File: config.mk
export PLATFORM = sky130hd
export DESIGN_NAME = instr_encoder
export DESIGN_NICKNAME = d
export VERILOG_FILES = /design/src/rtl/instr_encoder_pkg.sv /design/src/rtl/instr_encoder_imm_packer.sv /design/src/rtl/instr_encoder.sv
export SDC_FILE = /design/constraint.sdc
export NUM_CORES = 1
export LEC_CHECK = 0
export CORE_MARGIN = 2
export CORE_UTILIZATION = 40
export DETAILED_ROUTE_END_ITERATION = 8
export PLACE_DENSITY = 0.75
export SETUP_SLACK_MARGIN = 0.15
export SYNTH_ARGS = -nofsm -noshare
export SYNTH_HDL_FRONTEND = slang
export SYNTH_SLANG_ARGS = --single-unit
File: constraint.sdc
create_clock -name CLK -period 2.65 [get_ports CLK]
set_clock_uncertainty 0.2 [all_clocks]
set_input_delay 0.53 -clock CLK [delete_from_list [all_inputs] [get_ports CLK]]
set_output_delay 0.53 -clock CLK [all_outputs]
set_load 0.01 [all_outputs]
File: src/rtl/instr_encoder_pkg.sv
// instr_encoder_pkg -- shared core definitions.
// Holds the immediate-format codes used by both the instruction encoder and the
// immediate decoder, plus the build-time range-check switch.
// Build macro: IMM_RANGE_CHECK_EN (defined -> immediate range checking and error
// counting active; undefined -> RANGE_ERR/ERR_COUNT tied to zero).
package instr_encoder_pkg;

    // Immediate format selector; code 3'b111 is reserved and encodes like I-type
    typedef enum logic [2:0] {
        IMM_R    = 3'b000,
        IMM_I    = 3'b001,
        IMM_S    = 3'b010,
        IMM_B    = 3'b011,
        IMM_U    = 3'b100,
        IMM_J    = 3'b101,
        IMM_CSR  = 3'b110,
        IMM_RSVD = 3'b111
    } imm_type_e;

    localparam int unsigned XLEN  = 32;
    localparam int unsigned CNT_W = 16;

`ifdef IMM_RANGE_CHECK_EN
    localparam bit RANGE_CHECK_EN = 1'b1;
`else
    localparam bit RANGE_CHECK_EN = 1'b0;
`endif

    // True when v[XLEN-1:lo] are all copies of the same bit, i.e. v is a valid
    // sign extension of its low lo+1 bits.
    function automatic logic sign_fits(input logic [XLEN-1:0] v, input int unsigned lo);
        logic [XLEN-1:0] s;
        s = $unsigned($signed(v) >>> lo);
        return (s == '0) || (s == '1);
    endfunction

endpackage

File: src/rtl/instr_encoder_imm_packer.sv
// imm_packer -- combinational immediate placement and representability check.
// Overlays the immediate bits of the selected format onto the template word;
// every other bit passes through from the template unchanged.
// Build macro: IMM_RANGE_CHECK_EN (undefined -> range_err is constant 0).
module imm_packer
    import instr_encoder_pkg::*;
(
    input  imm_type_e         imm_type,
    input  logic [XLEN-1:0]   imm,
    input  logic [XLEN-1:0]   tmpl,
    output logic [XLEN-1:0]   instr,
    output logic              range_err
);

    logic fail;

    // Scatter immediate bits into the format's slots and flag values that lose information
    always_comb begin
        instr = tmpl;
        fail  = 1'b0;
        case (imm_type)
            IMM_R: begin
                fail = 1'b0;
            end
            IMM_I, IMM_RSVD: begin
                instr[31:20] = imm[11:0];
                fail         = !sign_fits(imm, 11);
            end
            IMM_S: begin
                instr[31:25] = imm[11:5];
                instr[11:7]  = imm[4:0];
                fail         = !sign_fits(imm, 11);
            end
            IMM_B: begin
                instr[31]    = imm[12];
                instr[30:25] = imm[10:5];
                instr[11:8]  = imm[4:1];
                instr[7]     = imm[11];
                fail         = !sign_fits(imm, 12) || imm[0];
            end
            IMM_U: begin
                instr[31:12] = imm[31:12];
                fail         = |imm[11:0];
            end
            IMM_J: begin
                instr[31]    = imm[20];
                instr[30:21] = imm[10:1];
                instr[20]    = imm[11];
                instr[19:12] = imm[19:12];
                fail         = !sign_fits(imm, 20) || imm[0];
            end
            IMM_CSR: begin
                instr[19:15] = imm[4:0];
                fail         = |imm[31:5];
            end
            default: begin
                fail = 1'b0;
            end
        endcase
    end

    assign range_err = RANGE_CHECK_EN && fail;

endmodule

File: src/rtl/instr_encoder.sv
// instr_encoder -- two-stage valid/ready instruction encoder.
// S1 captures the request, imm_packer encodes between S1 and S2, S2 holds the
// result presented on INSTR/RANGE_ERR. Saturating counters track delivered words
// and delivered words flagged out of range.
// Build macro: IMM_RANGE_CHECK_EN (undefined -> RANGE_ERR and ERR_COUNT stay 0).
module instr_encoder
    import instr_encoder_pkg::*;
(
    input  logic             CLK,
    input  logic             RST_N,
    input  logic             IN_VALID,
    output logic             IN_READY,
    input  logic [2:0]       IMM_TYPE,
    input  logic [XLEN-1:0]  IMM,
    input  logic [XLEN-1:0]  TEMPLATE,
    output logic             OUT_VALID,
    input  logic             OUT_READY,
    output logic [XLEN-1:0]  INSTR,
    output logic             RANGE_ERR,
    input  logic             CLR_CNT,
    output logic [CNT_W-1:0] ENC_COUNT,
    output logic [CNT_W-1:0] ERR_COUNT
);

    logic            s1_valid;
    imm_type_e       s1_type;
    logic [XLEN-1:0] s1_imm;
    logic [XLEN-1:0] s1_tmpl;

    logic            s2_valid;
    logic [XLEN-1:0] s2_instr;
    logic            s2_err;

    logic [XLEN-1:0] pk_instr;
    logic            pk_err;

    logic            in_hs;
    logic            s2_load;
    logic            out_hs;

    // S1 can take a new request whenever it is empty, or it can drain into S2
    assign IN_READY = !s1_valid || !s2_valid || OUT_READY;
    assign in_hs    = IN_VALID && IN_READY;
    assign s2_load  = s1_valid && (!s2_valid || OUT_READY);
    assign out_hs   = s2_valid && OUT_READY;

    imm_packer u_imm_packer (
        .imm_type  (s1_type),
        .imm       (s1_imm),
        .tmpl      (s1_tmpl),
        .instr     (pk_instr),
        .range_err (pk_err)
    );

    // Stage 1: capture the request; empties when its word moves to S2 with nothing new behind it
    always_ff @(posedge CLK or negedge RST_N) begin
        if (!RST_N) begin
            s1_valid <= 1'b0;
            s1_type  <= IMM_R;
            s1_imm   <= '0;
            s1_tmpl  <= '0;
        end else if (in_hs) begin
            s1_valid <= 1'b1;
            s1_type  <= imm_type_e'(IMM_TYPE);
            s1_imm   <= IMM;
            s1_tmpl  <= TEMPLATE;
        end else if (s2_load) begin
            s1_valid <= 1'b0;
        end
    end

    // Stage 2: hold the encoded word stable until the consumer takes it
    always_ff @(posedge CLK or negedge RST_N) begin
        if (!RST_N) begin
            s2_valid <= 1'b0;
            s2_instr <= '0;
            s2_err   <= 1'b0;
        end else if (s2_load) begin
            s2_valid <= 1'b1;
            s2_instr <= pk_instr;
            s2_err   <= pk_err;
        end else if (OUT_READY) begin
            s2_valid <= 1'b0;
        end
    end

    assign OUT_VALID = s2_valid;
    assign INSTR     = s2_instr;
    assign RANGE_ERR = s2_err;

    // Delivered-word counter; a clear in the same cycle as a handshake wins
    always_ff @(posedge CLK or negedge RST_N) begin
        if (!RST_N) begin
            ENC_COUNT <= '0;
        end else if (CLR_CNT) begin
            ENC_COUNT <= '0;
        end else if (out_hs && (ENC_COUNT != '1)) begin
            ENC_COUNT <= ENC_COUNT + 1'b1;
        end
    end

`ifdef IMM_RANGE_CHECK_EN
    // Out-of-range delivered-word counter; same clear and saturation rules as ENC_COUNT
    always_ff @(posedge CLK or negedge RST_N) begin
        if (!RST_N) begin
            ERR_COUNT <= '0;
        end else if (CLR_CNT) begin
            ERR_COUNT <= '0;
        end else if (out_hs && s2_err && (ERR_COUNT != '1)) begin
            ERR_COUNT <= ERR_COUNT + 1'b1;
        end
    end
`else
    assign ERR_COUNT = '0;
`endif

endmodule

==> run summary, run 1 <==
impl run done, here's what came out: status=completed, register fraction of the total cell area=39.31%, Sequential Power Share=40.6%, Final clock-cell share=7.611%, met1 WL=5693 um, Power Density=755.8 nW/um^2, critical path depth=5, Hold Path Sink=INSTR[0]$_DFFE_PN0P_, sw frac=25.68%, comb_multi_in=324, crit end category=flip-flop, Post-synth EDFFs=0, met3 wire len=855 um, initial antenna violation count=0, non-clk buf share=18.70%, CTS Buffer Depth=2, ant diodes=0, fill count=1101, simple share=11.22%, Net Sw Power=1445 uW, Placement Cell Area=6872 sq um, core footprint=13240 sq um, grt met2 use=30.54%, drt wl/cell=16.51 um, cells resized by post-CTS repair=1, area fraction of the dominant cell type after synthesis=53.89%, Setup-failing EPs final=0, mux frac, synth=18.89%, FP Core Util=41.02%, CP Max Fanout=10, yosys xor share=0%, Final Hold Fails=0, R2R setup slack=0.40 ns, nets@finish=679, CP bufs+invs=0, crit start category=flip-flop, Compound-Gate Fraction of Synth Area=10.76%, Most Crowded Layer GR=met2, layout cells sized above 1=21.52%, global-route wire length before repair=21280 um, cells on worst reg2reg path=5, Tmin final=2.252 ns, top cells by count=dfrtp_1, mux2_2, nand2_1, CTS hold repair buffers=1, Post-Route Setup TNS=0 ns, Worst Hold Launch=s1_tmpl[0]$_DFFE_PN0P_
==> run_1/clk_routes.png <==
Drawn at 4 px/um.
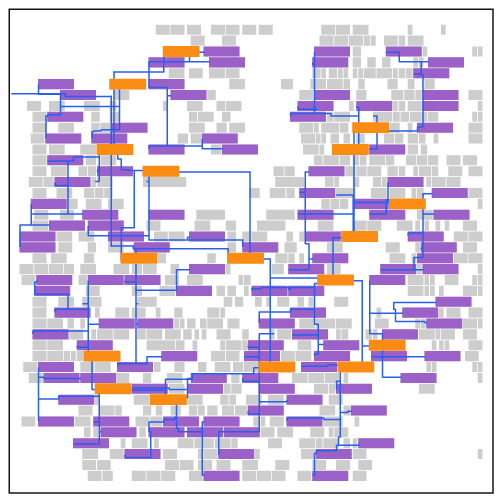
- orange: clock drivers (count 17)
- purple: flip-flops (count 117)
- blue: clock wires (length 1520 um)
- routed clock nets: 18
- flops lie: widely spread
clock network power share: 38.5%
Power Clock: 2170 uW
Skew-Pair Late Insertion Delay: 0.40 ns

==> run_1/io_placement.png <==
Drawn at 3 px/um. Pins as bars across the die edge, other pins in gray.
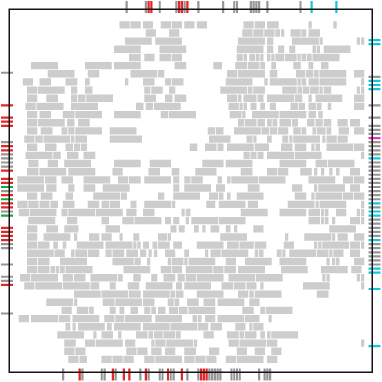
- green: `IMM_TYPE` (pins 3; direction input; edge left)
- cyan: `ERR_COUNT` (pins 16; direction output; edge 14 right, 2 top)
- red: `IMM` (pins 32; direction input; edge 17 left, 10 bottom, 5 top)
- magenta: `OUT_VALID` (pins 1; direction output; edge right)
- all pins by edge: 47 right, 36 bottom, 34 left, 22 top
die width: 120.5 um
Die Y: 120.5 um
port bufs: 121

==> run_1/wires.png <==
Drawn at 2 px/um. Two of the layers only.
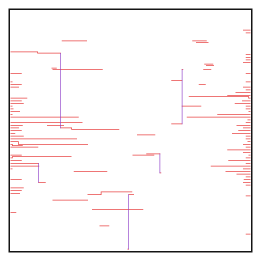
- red: metal 3 (wire length 856 um)
- purple: metal 4 (wire length 111 um)

==> run_1/clocks.png <==
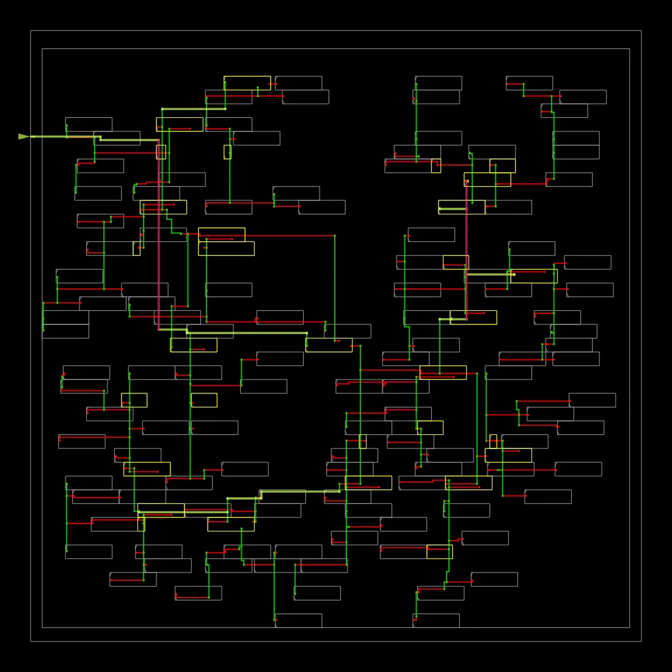
CTS sink cnt: 117
number of clock buffers in the layout: 28
seq_cells: 117
TritonCTS buffer count: 17

==> run 1 -> run 2 <==
--- a/config.mk
+++ b/config.mk
@@ -8,7 +8,7 @@
 export CORE_MARGIN = 2
 export CORE_UTILIZATION = 40
 export DETAILED_ROUTE_END_ITERATION = 8
-export PLACE_DENSITY = 0.75
+export PLACE_DENSITY = 0.78
 export SETUP_SLACK_MARGIN = 0.15
 export SYNTH_ARGS = -nofsm -noshare
 export SYNTH_HDL_FRONTEND = slang
==> constraint.sdc (replaced) <==
create_clock -name CLK -period 1.9 [get_ports CLK]
set_clock_uncertainty 0.2 [all_clocks]
set_input_delay 0.38 -clock CLK [delete_from_list [all_inputs] [get_ports CLK]]
set_output_delay 0.38 -clock CLK [all_outputs]
set_load 0.01 [all_outputs]
==> run 2 against run 1 <==
Effect of this change:
- the run now ends with negative setup slack left
- cell count is 6.4% higher
- wire length grew 14%
- flip-flop count unchanged
- first-iteration DRC count is 46% lower
- sequential power is 39% higher
- clock power is 56% higher
- setup slack worse by 0.45 ns
- largest cell class unchanged
- largest power group is now the clock network
==> run summary, run 2 <==
impl run done, here's what came out: status=complete, but fails checks, failing checks=negative setup slack, seq_cells=117, Setup-failing EPs final=1, Tmin final=1.952 ns, Power Density=1008 nW/um^2, power share of the combinational group=20.3%, met3 wire len=915 um, FP Core Util=41.02%, Sequential Power Share=38.6%, Post-synth EDFFs=0, crit path DRT=2.04 ns, grt met2 use=34.64%, final worst setup slack=-0.05246 ns, clock network power share=41.1%, crit path kind=reg2reg, fill count=1066, met1 WL=6401 um, ant diodes=0, Slew Limit Fails=0, cells resized by post-CTS repair=121, die width=120.5 um, crit start category=flip-flop, non-clk buf share=21.78%, global-route wire length before repair=23090 um, Mapped Avg Cell Area=11.37 sq um, nets@finish=729, mux frac, synth=18.89%, Critical Path End=ENC_COUNT[14]$_DFFE_PN0P_, crit end category=flip-flop, top cell category=flip-flops and latches, area fraction of the dominant cell type after synthesis=53.89%, asr flop ratio synth=100.0%, # Taps=176, TritonCTS buffer count=17, CTS Buffer Depth=2, largest area contributor in the netlist=dfrtp_1, Final Hold Fails=0, DR iter-0 viols=191, CTS hold repair buffers=1, WL met2=7410 um, Placed Cells=796, Synth flops=117, simple share=11.22%, GP Congestion=0.8322, Register Area=2935 sq um, CP cell instances=ha_4, and4_4, or3b_4, or4_4, a21oi_2, HPWL after DPL=9749 um, Placement Cell Area=7224 sq um, register fraction of the total cell area=35.93%, CP Max Fanout=2, cells on worst reg2reg path=5, drt wl/cell=17.65 um, top cells by count=dfrtp_1, mux2_2, nand2_1, final wirelength=14910 um, Skew-Pair Late Insertion Delay=0.41 ns, Yosys Chip Area=5433 sq um, sw frac=27.25%, yosys cell count=478, initial antenna violation count=0, comb_multi_in=324, Power Clock=3380 uW, Compound-Gate Fraction of Synth Area=10.76%, Die Y=120.5 um, adder share=0.2303%, yosys xor share=0%, Final clock-cell share=7.703%, synthesized area=5433 sq um, most frequent logic cell in the layout=dfrtp_1, Net Sw Power=2244 uW, R2R setup slack=-0.05 ns, port bufs=121, layout cells sized above 1=36.17%, core footprint=13240 sq um, Post-Route Setup TNS=-0.05246 ns, delay-heaviest family, CP=simple AND/OR/NAND/NOR gates, CP bufs+invs=0, Most Crowded Layer GR=met2, number of clock buffers in the layout=17, critical path depth=5, CTS sink cnt=117
==> run_2/wires.png <==
Drawn at 2 px/um. Two of the layers only.
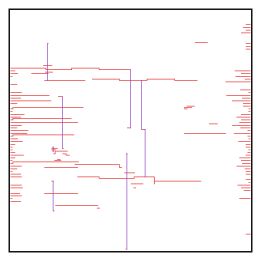
- purple: metal 4 (wire length 186 um)
- red: metal 3 (wire length 916 um)

==> run_2/layer_met4.png <==
Drawn at 3 px/um.
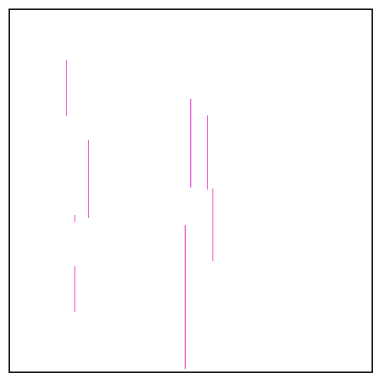
- nets with wire on the layer: 6
- longest straight run: 47.6 um

==> run_2/io_placement.png <==
Drawn at 3 px/um. Pins as bars across the die edge, other pins in gray.
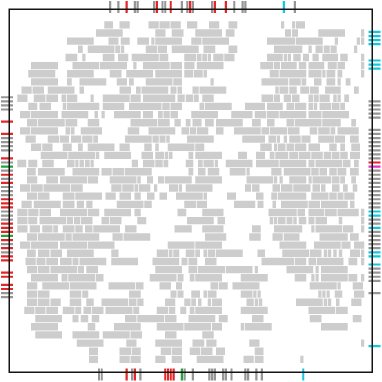
- cyan: `ERR_COUNT` (pins 16; direction output; edge 14 right, 1 bottom, 1 top)
- magenta: `OUT_VALID` (pins 1; direction output; edge right)
- red: `IMM` (pins 32; direction input; edge 19 left, 6 top, 6 bottom, 1 right)
- green: `IMM_TYPE` (pins 3; direction input; edge 2 left, 1 bottom)

==> run_2/logic_types.png <==
Drawn at 3 px/um.
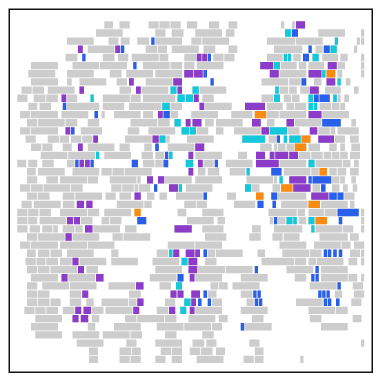

==> run 2 -> run 3 <==
--- a/config.mk
+++ b/config.mk
@@ -7,8 +7,10 @@
 export LEC_CHECK = 0
 export CORE_MARGIN = 2
 export CORE_UTILIZATION = 40
+export CTS_CLUSTER_DIAMETER = 150
 export DETAILED_ROUTE_END_ITERATION = 8
-export PLACE_DENSITY = 0.78
+export PLACE_DENSITY = 0.75
+export REMOVE_ABC_BUFFERS = 1
 export SETUP_SLACK_MARGIN = 0.15
 export SYNTH_ARGS = -nofsm -noshare
 export SYNTH_HDL_FRONTEND = slang
==> constraint.sdc (replaced) <==
create_clock -name CLK -period 2.1 [get_ports CLK]
set_clock_uncertainty 0.2 [all_clocks]
set_input_delay 0.42 -clock CLK [delete_from_list [all_inputs] [get_ports CLK]]
set_output_delay 0.42 -clock CLK [all_outputs]
set_load 0.01 [all_outputs]
==> run_3/logic_types.png <==
Drawn at 3 px/um.
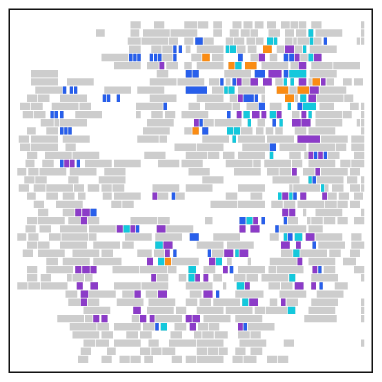
- purple: aoi and oai cells (cells 84; where widely spread)
- cyan: nor cells (cells 46)
- orange: and/or cells (cells 10)
- blue: nand cells (cells 67)
post-route insts no fill: 820
most frequent logic cell in the layout: dfrtp_1
Comb area share: 30.60%

==> run_3/wires.png <==
Drawn at 2 px/um. Two of the layers only.
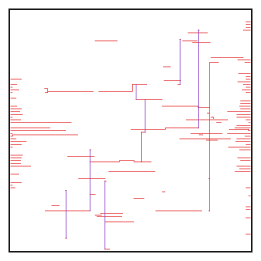
- red: metal 3 (wire length 875 um)
- purple: metal 4 (wire length 273 um)
drt wl/cell: 17.28 um
final wirelength: 14170 um
Vias: 4266
GRT Resource Usage Total: 20.13%

==> run 3 against run 2 <==
Effect of this change:
- the flow now finishes without violations
- setup slack better by 0.13 ns
- synthesized cell count stayed put
- hold slack better by 0.034 ns
- register-to-register slack better by 0.13 ns
- cell count is 3.0% lower
- cell area is 4.5% lower
- sequential power is 9.1% lower
- critical endpoint unchanged
- highest routed layer unchanged
==> run summary, run 3 <==
impl run done, here's what came out: simple share=11.22%, final worst setup slack=0.07287 ns, Power Clock=2610 uW, CTS Buffer Depth=2, delay-heaviest family, CP=simple AND/OR/NAND/NOR gates, Yosys Chip Area=5433 sq um, Final Hold Fails=0, yosys cell count=478, Mapped Avg Cell Area=11.37 sq um, fill count=1098, met3 wire len=875 um, port bufs=121, Post-synth EDFFs=0, yosys xor share=0%, WL met2=7197 um, number of clock buffers in the layout=22, asr flop ratio synth=100.0%, top cells by count=dfrtp_1, mux2_2, nand2_1, area fraction of the dominant cell type after synthesis=53.89%, CP Max Fanout=3, Synth flops=117, CP bufs+invs=0, crit end category=flip-flop, comb_multi_in=324, Register Area=2930 sq um, ant diodes=0, non-clk buf share=21.83%, Placed Cells=780, status=completed, # Taps=176, die width=120.5 um, Critical Path End=ENC_COUNT[14]$_DFFE_PN0P_, crit path DRT=2.25 ns, clock network power share=37.3%, Compound-Gate Fraction of Synth Area=10.76%, Post-Route Setup TNS=0 ns, critical path depth=5, HPWL after DPL=9589 um
==> run_3/io_placement.png <==
Drawn at 3 px/um. Pins as bars across the die edge, other pins in gray.
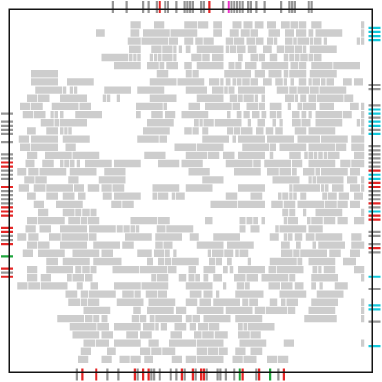
- red: `IMM` (pins 32; direction input; edge 12 bottom, 11 left, 7 right, 2 top)
- cyan: `ERR_COUNT` (pins 16; direction output; edge right)
- magenta: `OUT_VALID` (pins 1; direction output; edge top)
- green: `IMM_TYPE` (pins 3; direction input; edge 2 bottom, 1 left)
- all pins by edge: 44 right, 33 top, 32 bottom, 30 left

Power and IR drop assume default switching activity.
